==> run_1/m1.png <==
Scale bar: 50 um.
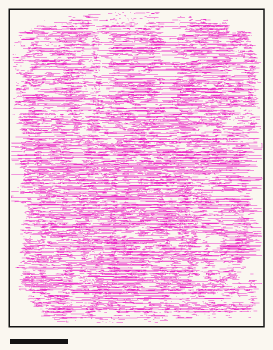
==> run_1/pinout.png <==
Scale bar: 50 um. Pins as bars across the die edge, other pins in gray.
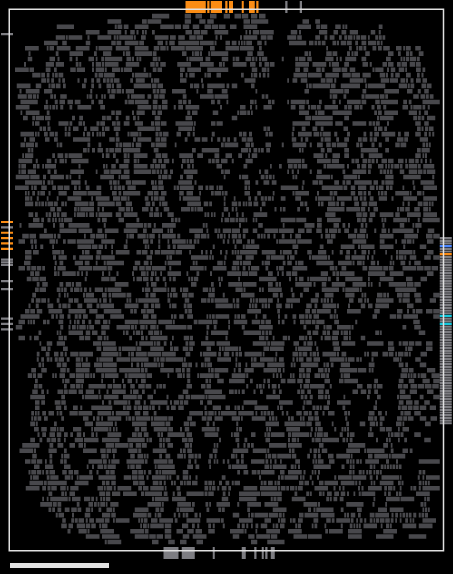
==> run_1/closeup.png <==
Scale bar: 20 um. Region (85, 167) to (135, 217) um. Cells in gray, sequential cells in the stronger gray; small squares are vias.
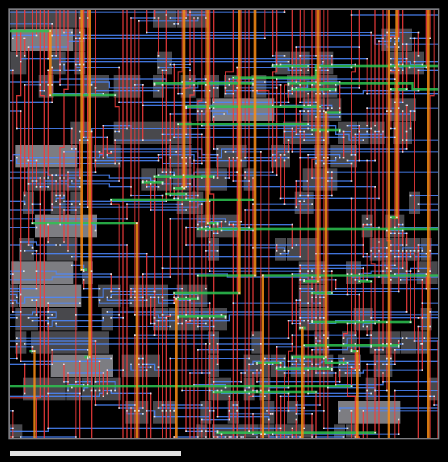
==> run_1/clock_nets.png <==
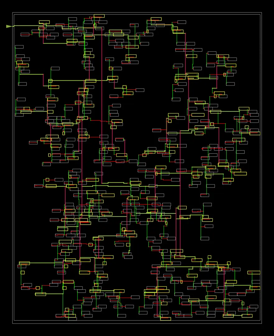
### src/rtl/muldiv_unit.sv
// Iterative radix-2 signed/unsigned multiply and restoring divide feeding HI/LO.
// Optional MULDIV_EARLY_OUT_EN: multiplies stop once the remaining multiplier bits are zero.
module muldiv_unit #(
  parameter int WIDTH = 32
) (
  input  logic             clk,
  input  logic             reset,
  input  logic             start,
  input  logic [1:0]       op,
  input  logic [WIDTH-1:0] a,
  input  logic [WIDTH-1:0] b,
  output logic             busy,
  output logic             done,
  output logic [WIDTH-1:0] hi,
  output logic [WIDTH-1:0] lo,
  output logic             div_zero
);
  localparam int CW = $clog2(WIDTH + 1);

  typedef enum logic [1:0] {IDLE, RUN, FIX, DONE} state_t;

  function automatic logic [WIDTH-1:0] cond_neg(input logic [WIDTH-1:0] x, input logic neg);
    return neg ? -x : x;
  endfunction

  function automatic logic [2*WIDTH-1:0] cond_neg2(input logic [2*WIDTH-1:0] x, input logic neg);
    return neg ? -x : x;
  endfunction

  state_t             state;
  logic [CW-1:0]      cnt;
  logic               is_div;
  logic               neg_res;
  logic               neg_rem;
  logic               dz_pend;
  logic [2*WIDTH-1:0] prod;
  logic [2*WIDTH-1:0] mcand;
  logic [WIDTH-1:0]   mplier;
  logic [WIDTH-1:0]   divisor;
  logic [WIDTH-1:0]   quo;
  logic [WIDTH-1:0]   rem;

  logic               signed_op;
  logic               a_neg;
  logic               b_neg;
  logic [WIDTH-1:0]   a_mag;
  logic [WIDTH-1:0]   b_mag;
  logic [WIDTH:0]     rem_sh;
  logic [WIDTH:0]     trial;
  logic               last_step;

  assign signed_op = ~op[0];
  assign a_neg     = signed_op & a[WIDTH-1];
  assign b_neg     = signed_op & b[WIDTH-1];
  assign a_mag     = cond_neg(a, a_neg);
  assign b_mag     = cond_neg(b, b_neg);

  // Restoring divide step: shift the next dividend bit into the partial remainder and trial-subtract.
  assign rem_sh = {rem, quo[WIDTH-1]};
  assign trial  = rem_sh - {1'b0, divisor};

`ifdef MULDIV_EARLY_OUT_EN
  assign last_step = (cnt == CW'(1)) || (!is_div && (mplier[WIDTH-1:1] == '0));
`else
  assign last_step = (cnt == CW'(1));
`endif

  always_ff @(posedge clk) begin
    if (reset) begin
      state    <= IDLE;
      busy     <= 1'b0;
      done     <= 1'b0;
      hi       <= '0;
      lo       <= '0;
      div_zero <= 1'b0;
      cnt      <= '0;
      is_div   <= 1'b0;
      neg_res  <= 1'b0;
      neg_rem  <= 1'b0;
      dz_pend  <= 1'b0;
      prod     <= '0;
      mcand    <= '0;
      mplier   <= '0;
      divisor  <= '0;
      quo      <= '0;
      rem      <= '0;
    end else begin
      done <= 1'b0;
      if (done) busy <= 1'b0;
      case (state)
        IDLE: begin
          // The done cycle still counts as busy, so a start there is ignored.
          if (start && !done) begin
            busy     <= 1'b1;
            div_zero <= 1'b0;
            is_div   <= op[1];
            neg_res  <= a_neg ^ b_neg;
            neg_rem  <= a_neg;
            prod     <= '0;
            mcand    <= {{WIDTH{1'b0}}, a_mag};
            mplier   <= b_mag;
            divisor  <= b_mag;
            quo      <= a_mag;
            cnt      <= CW'(WIDTH);
            if (op[1] && (b == '0)) begin
              dz_pend <= 1'b1;
              rem     <= a;
              state   <= FIX;
            end else begin
              dz_pend <= 1'b0;
              rem     <= '0;
              state   <= RUN;
            end
          end
        end
        RUN: begin
          if (is_div) begin
            if (!trial[WIDTH]) begin
              rem <= trial[WIDTH-1:0];
              quo <= {quo[WIDTH-2:0], 1'b1};
            end else begin
              rem <= rem_sh[WIDTH-1:0];
              quo <= {quo[WIDTH-2:0], 1'b0};
            end
          end else begin
            if (mplier[0]) prod <= prod + mcand;
            mcand  <= mcand << 1;
            mplier <= mplier >> 1;
          end
          cnt <= cnt - CW'(1);
          if (last_step) state <= FIX;
        end
        FIX: begin
          if (dz_pend) begin
            hi <= rem;
            lo <= '1;
          end else if (is_div) begin
            lo <= cond_neg(quo, neg_res);
            hi <= cond_neg(rem, neg_rem);
          end else begin
            {hi, lo} <= cond_neg2(prod, neg_res);
          end
          state <= DONE;
        end
        DONE: begin
          done     <= 1'b1;
          div_zero <= dz_pend;
          state    <= IDLE;
        end
        default: state <= IDLE;
      endcase
    end
  end
endmodule

### config.mk
export PLATFORM = sky130hd
export DESIGN_NAME = muldiv_unit
export DESIGN_NICKNAME = d
export VERILOG_FILES = /design/src/rtl/muldiv_unit.sv
export SDC_FILE = /design/constraint.sdc
export NUM_CORES = 1
export LEC_CHECK = 0
export CAP_MARGIN = 0
export CELL_PAD_IN_SITES_DETAIL_PLACEMENT = 0
export CELL_PAD_IN_SITES_GLOBAL_PLACEMENT = 1
export CORE_ASPECT_RATIO = 1.25
export CORE_UTILIZATION = 39
export CTS_CLUSTER_DIAMETER = 30
export DETAILED_ROUTE_END_ITERATION = 16
export GPL_TIMING_DRIVEN = 0
export PLACE_DENSITY = 0.77
export SKIP_LAST_GASP = 1
export SLEW_MARGIN = 20
export SYNTH_ARGS = -nofsm -noshare
export SYNTH_HDL_FRONTEND = slang
export SYNTH_SLANG_ARGS = --single-unit
### constraint.sdc
create_clock -name clk -period 3.6 [get_ports clk]
set_input_delay 0.9 -clock clk [delete_from_list [all_inputs] [get_ports clk]]
set_output_delay 0.9 -clock clk [all_outputs]
set_load 0.01 [all_outputs]
==> reports/qor.rpt, run 1 <==
PWR
--------------------------------------------------------------------------------------------
Reported combinational group power                                                   10.9 mW
Internal power of the cells                                                          14.8 mW
Switching share of total power                                                         42.0%
Total Power Consumption                                                              25.5 mW
Flop+latch power                                                                     5.75 mW
Worst vdd ir                                                                      0.000537 V
Biggest consumer                                                                combinational cells
Total power per unit cell area                                                   868 nW/um^2

CRITICAL PATH
--------------------------------------------------------------------------------------------
Crit Reg-Reg Startpoint                                                         state[1]$_SDFFE_PP0P_
Capturing element of the worst setup path                                       quo[0]$_SDFFE_PP0P_
Top cell by count, worst path                                                   sky130_fd_sc_hd__a21oi_1
Cells traversed along the worst timing path                                     inv_1, ha_1, clkinv_1, o21a_1, clkbuf_1, a21oi_1, clkbuf_2, buf_2, o21ai_0, a21oi_1
Reg2reg setup slack                                                                  0.03 ns
Crit path required time                                                              4.16 ns
Worst Path Buf+Inv                                                                         5
Worst setup path startpoint                                                     state[1]$_SDFFE_PP0P_
Slowest stage delay, CP                                                              0.66 ns

CLOCK NETWORK
--------------------------------------------------------------------------------------------
Clock tree root driver cell                                                     sky130_fd_sc_hd__clkbuf_16
Count of cells resized by post-cts repair                                                 47
Clk slew on worst S/H paths                                                          0.05 ns
Number of post-CTS setup repair buffers                                                    9
Number of levels in the clock H-tree                                                       3
Buffer levels on the longest clock path                                                    3

ROUTING
--------------------------------------------------------------------------------------------
Iter 0 DRT Violations                                                                   2143
Routed wl met3                                                                       6480 um
Highest metal layer used by the detailed router                                         met5
Average vias per placed instance                                                        6.06
Avg WL per Cell                                                                      25.5 um

FINAL TIMING
--------------------------------------------------------------------------------------------
Pins Over Slew Limit                                                                       0
Final critical path time including I/O delays and setup                              3.57 ns
Worst Setup Slack, final                                                           0.0350 ns
Final setup vio count                                                                      0
Relative max-transition margin                                                         29.5%
Total Negative Setup Slacks                                                             0 ns

WORST HOLD PATH
--------------------------------------------------------------------------------------------
Hold/Removal Path Class                                                         flip-flop to flip-flop

LOGIC SYNTHESIS
--------------------------------------------------------------------------------------------
Post-synthesis cell area                                                          23000 um^2
Dominant combinational family                                                   AND-OR/OR-AND gates
Synthesized Nets                                                                        3254
Flip-flops with a built-in enable                                                          0
Dominant cell area share                                                               29.1%
Basic-gate share of the synthesized area counting and, or, nand and nor cells          20.9%
Chip area estimate from yosys synthesis                                           23000 um^2

GLOBAL ROUTE
--------------------------------------------------------------------------------------------
Antenna violations before repair                                                           1
Maximum number of pins on one net before global-route repair                              14

DIE
--------------------------------------------------------------------------------------------
Std-Cell Core Area                                                                58300 um^2
Floorplan Utilization                                                                  39.5%
Number of cell rows                                                                       99
Chip area                                                                         60100 um^2

PLACE
--------------------------------------------------------------------------------------------
Estimated wirelength of the detail-placed design                                    83700 um
Pre-CTS setup slack                                                                 -1.11 ns

FINAL LAYOUT
--------------------------------------------------------------------------------------------
Diode count                                                                                0
Finished Layout Cells                                                                   4166

STATUS
--------------------------------------------------------------------------------------------
Run status                                                                      finished, final reports clean

About m1.png:
The wires run mostly horizontal. The longest straight run is 73.6 um. 3352 nets have wire on it.
total via count after detailed routing: 25200
met1 track demand over resource in global routing: 40.5%
drt total wl: 106000 um

About pinout.png:
Key: busy = blue [pins 1, direction output, edge right]; op = cyan [pins 2, direction input, edge right]; hi = orange [pins 32, direction output, edge 26 top, 5 left, 1 right]
Die Y-Extent: 274 um
I/O Buffers: 134

About closeup.png:
Key: M2 = red; M3 = green; M4 = orange; M1 = blue
149 logic cells have their middle in the window. Sequential cells in the window: 8. Most frequent: a21oi_1 (17), nand2_1 (16), nor2_1 (14). Netlist names of flops here include hi (7), dz_pend (1).

About clock_nets.png:
worst clock skew on the final layout: 0.0441 ns
Flop Count: 335
clk latency late pin: 0.65 ns
count of clock tree sinks: 335
number of clock buffers in the layout: 119

## run 1: cell type report
cell class | instances | area, um^2 | area share (%)
Tap cell | 757 | 947 | 3.22
Buffer | 208 | 828 | 2.82
Multi-Input combinational cell | 2443 | 15600 | 53.1
Inverter | 85 | 319 | 1.08
Clock inverter | 52 | 782 | 2.66
Sequential cell | 335 | 6720 | 22.9
Timing Repair Buffer | 167 | 1600 | 5.44
Clock buffer | 119 | 2600 | 8.83
## run 1: stage by stage
step | hold WS [ns] | cell area (um^2)
after floorplan | 0.427 | 23000
after global placement | 0.430 | 25300
after detailed placement | 0.433 | 25300
after CTS | 0.439 | 29000
after global routing | 0.469 | 29400
final | 0.436 | 29400
## run 1: layer usage
metal	vias up	GRT usage, %
met4	2	24.3
li1	11700	-
met1	12100	40.5
met2	1052	58.1
met5	-	0
met3	323	4.79
==> run_1/ff_map.png <==
Scale bar: 50 um. Other sequential cells in the stronger gray, the rest of the logic in the fainter gray.
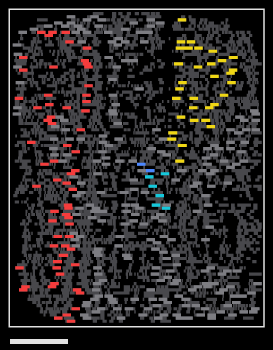

==> run 1 -> run 2 <==
--- a/config.mk
+++ b/config.mk
@@ -10,7 +10,7 @@
 export CELL_PAD_IN_SITES_GLOBAL_PLACEMENT = 1
 export CORE_ASPECT_RATIO = 1.25
 export CORE_UTILIZATION = 39
-export CTS_CLUSTER_DIAMETER = 30
+export CTS_CLUSTER_DIAMETER = 200
 export DETAILED_ROUTE_END_ITERATION = 16
 export GPL_TIMING_DRIVEN = 0
 export PLACE_DENSITY = 0.77
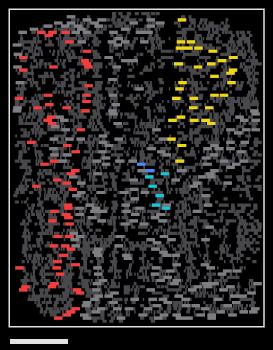
(run_2/ff_map.png)
Scale bar: 50 um. Other sequential cells in the stronger gray, the rest of the logic in the fainter gray.
Key: cnt = cyan [sequential cells 6, where center]; rem = yellow [sequential cells 32, where upper right]; state = blue [sequential cells 2]; prod = red [sequential cells 64, where a column on the left]
final core utilization: 46.8%
Flop+latch power: 5.72 mW
FF+latch area: 6720 um^2

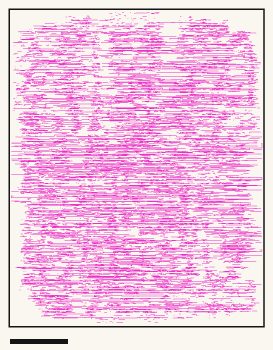
(run_2/m1.png)
Scale bar: 50 um.
The layer holds 39% of the routed length. 3276 nets have wire on it. The layer carries 41.2 mm of wire.
total via count after detailed routing: 24600
drt total wl: 104000 um
met1 track demand over resource in global routing: 40.5%

==> reports/qor.rpt, run 2 <==
ROUTING
--------------------------------------------------------------------------------------------
Routed wl met3                                                                       6610 um   +2.1%
Average vias per placed instance                                                        6.08   +0.43%
Highest metal layer used by the detailed router                                         met5
Iter 0 DRT Violations                                                                   1963   -8.4%
Sum of met2 wire segment lengths after detailed routing                             48800 um
Number of remaining DRC errors                                                             0
Pre-antenna DRT Iters                                                                      6
Avg WL per Cell                                                                      25.8 um   +1.2%

FINAL LAYOUT
--------------------------------------------------------------------------------------------
Fraction of area in clock buffers and inverters                                        4.78%   -6.7 points
Comb gate area                                                                    15600 um^2   +0.13%
Finished Layout Cells                                                                   4052   -2.7%
Diode count                                                                                0   unchanged
Number of non-clock inverters in the layout                                               85   unchanged
Sequential fraction of total cell area                                                 24.6%   +1.8 points
Signal buffers share of area                                                           8.62%   +0.36 points
Number of clock buffers in the layout                                                     57   -52%
Comb area share                                                                        57.3%   +4.2 points
Layout Cell Area excl Fill                                                        27300 um^2   -7.2%
Flop Count                                                                               335   unchanged
Dominant class by area                                                          multi-input combinational cells

LOGIC SYNTHESIS
--------------------------------------------------------------------------------------------
Basic-gate share of the synthesized area counting and, or, nand and nor cells          20.9%   unchanged
Post-synthesis cell area                                                          23000 um^2   unchanged
Synthesized Nets                                                                        3254   unchanged
Flip-flops with a built-in enable                                                          0   unchanged
Dominant combinational family                                                   AND-OR/OR-AND gates
Chip area estimate from yosys synthesis                                           23000 um^2   unchanged

GLOBAL ROUTE
--------------------------------------------------------------------------------------------
M3 GR Usage                                                                            4.01%   -0.78 points
GRT Total Usage                                                                        34.2%
Met2 layer usage reported by global route                                              57.8%   -0.35 points
Antenna violations before repair                                                           1   unchanged
Maximum number of pins on one net before global-route repair                              13   -1
Busiest grt layer                                                                       met2

CLOCK NETWORK
--------------------------------------------------------------------------------------------
Clk slew on worst S/H paths                                                          0.06 ns   about the same
Clk latency late pin                                                                 0.58 ns   -0.07 ns
Count of clock tree sinks                                                                335   unchanged
Buffer levels on the longest clock path                                                    3   unchanged
Clock tree root driver cell                                                     sky130_fd_sc_hd__clkbuf_16

PWR
--------------------------------------------------------------------------------------------
Reported combinational group power                                                   10.7 mW   about the same
Total Power Consumption                                                              20.7 mW   -19%
Internal power of the cells                                                          11.0 mW   -26%
Biggest consumer                                                                combinational cells
Power Clock                                                                          4.20 mW
Switching share of total power                                                         46.9%   +4.8 points
Total power per unit cell area                                                   757 nW/um^2   -13%

WORST HOLD PATH
--------------------------------------------------------------------------------------------
Endpoint with the worst hold slack                                              hi[6]$_SDFFE_PP0P_
Min-Delay Startpoint                                                            hi[6]$_SDFFE_PP0P_
Hold/Removal Path Class                                                         flip-flop to flip-flop

CRITICAL PATH
--------------------------------------------------------------------------------------------
Reg2reg setup slack                                                                 -0.03 ns   -0.06 ns
Top cell by count, worst path                                                   sky130_fd_sc_hd__a21oi_1
Worst Path Buf+Inv                                                                         1   -4
Slowest stage delay, CP                                                              0.59 ns   -0.07 ns
Worst setup path startpoint                                                     prod[10]$_SDFFE_PP0P_
Critical path arrival                                                                4.05 ns
Crit Reg-Reg Startpoint                                                         prod[10]$_SDFFE_PP0P_
Cells traversed along the worst timing path                                     or4_1, or4b_4, nor4_4, buf_4, nand3_1, o31a_1, a21oi_1, xor2_1, a21oi_1, o22ai_2, a211oi_1

FINAL TIMING
--------------------------------------------------------------------------------------------
Worst Hold Margin                                                                   0.439 ns   +0.00255 ns
Final critical path time including I/O delays and setup                              3.63 ns   +0.0610 ns
Final Hold Violating Endpoints                                                             0
Total Negative Setup Slacks                                                       -0.0260 ns   -0.0260 ns
Worst Setup Slack, final                                                          -0.0260 ns   -0.0610 ns
Relative max-transition margin                                                         26.5%   -3.0 points
Final setup vio count                                                                      1   +1
Worst clock skew on the final layout                                               0.0275 ns   -0.0166 ns

DIE
--------------------------------------------------------------------------------------------
Num tapcells                                                                             757   unchanged
Die Y-Extent                                                                          274 um   unchanged
Std-Cell Core Area                                                                58300 um^2   unchanged
Floorplan Utilization                                                                  39.5%   unchanged
Chip area                                                                         60100 um^2   unchanged

STATUS
--------------------------------------------------------------------------------------------
Run status                                                                      finished with violations
Violations in the final reports                                                 setup timing

PLACE
--------------------------------------------------------------------------------------------
Estimated wirelength of the detail-placed design                                    83700 um   unchanged
Pre-CTS setup slack                                                                 -1.11 ns   unchanged
Placed instance area                                                              25300 um^2   unchanged
I/O Buffers                                                                              134   unchanged

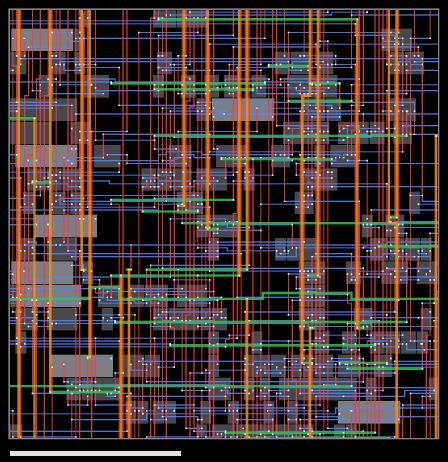
(run_2/closeup.png)
Scale bar: 20 um. Region (85, 167) to (135, 217) um. Cells in gray, sequential cells in the stronger gray; small squares are vias.
Key: M1 = blue; M4 = orange; M2 = red; M3 = green
Netlist names of flops here include hi (7), dz_pend (1). 147 logic cells have their middle in the window. Most frequent: a21oi_1 (17), nand2_1 (16), nor2_1 (14). Sequential cells in the window: 8.

[run 2: cell counts after synthesis]
No cell type changed its count.
[run 2: worst max-delay path by stage]
stage                                end  slack (ns)  cells after the start
floorplan           rem[27]$_SDFFE_PP0P_        0.26                     10
global placement    rem[17]$_SDFFE_PP0P_       -1.13                     12
detailed placement  rem[17]$_SDFFE_PP0P_       -1.11                     12
CTS                  hi[16]$_SDFFE_PP0P_       -0.20                     10
global route         hi[16]$_SDFFE_PP0P_       -0.13                     11
finish               hi[16]$_SDFFE_PP0P_       -0.03                     11
[run 2: timing repair]
action                     in CTS  in global routing
buffers inserted                6                 14
gates resized                  51                 69
gates cloned                    0                  1
hold endpoints to repair        0                  0
pin swaps                       8                 22
setup endpoints to repair      81                105
Power and IR drop assume default switching activity.
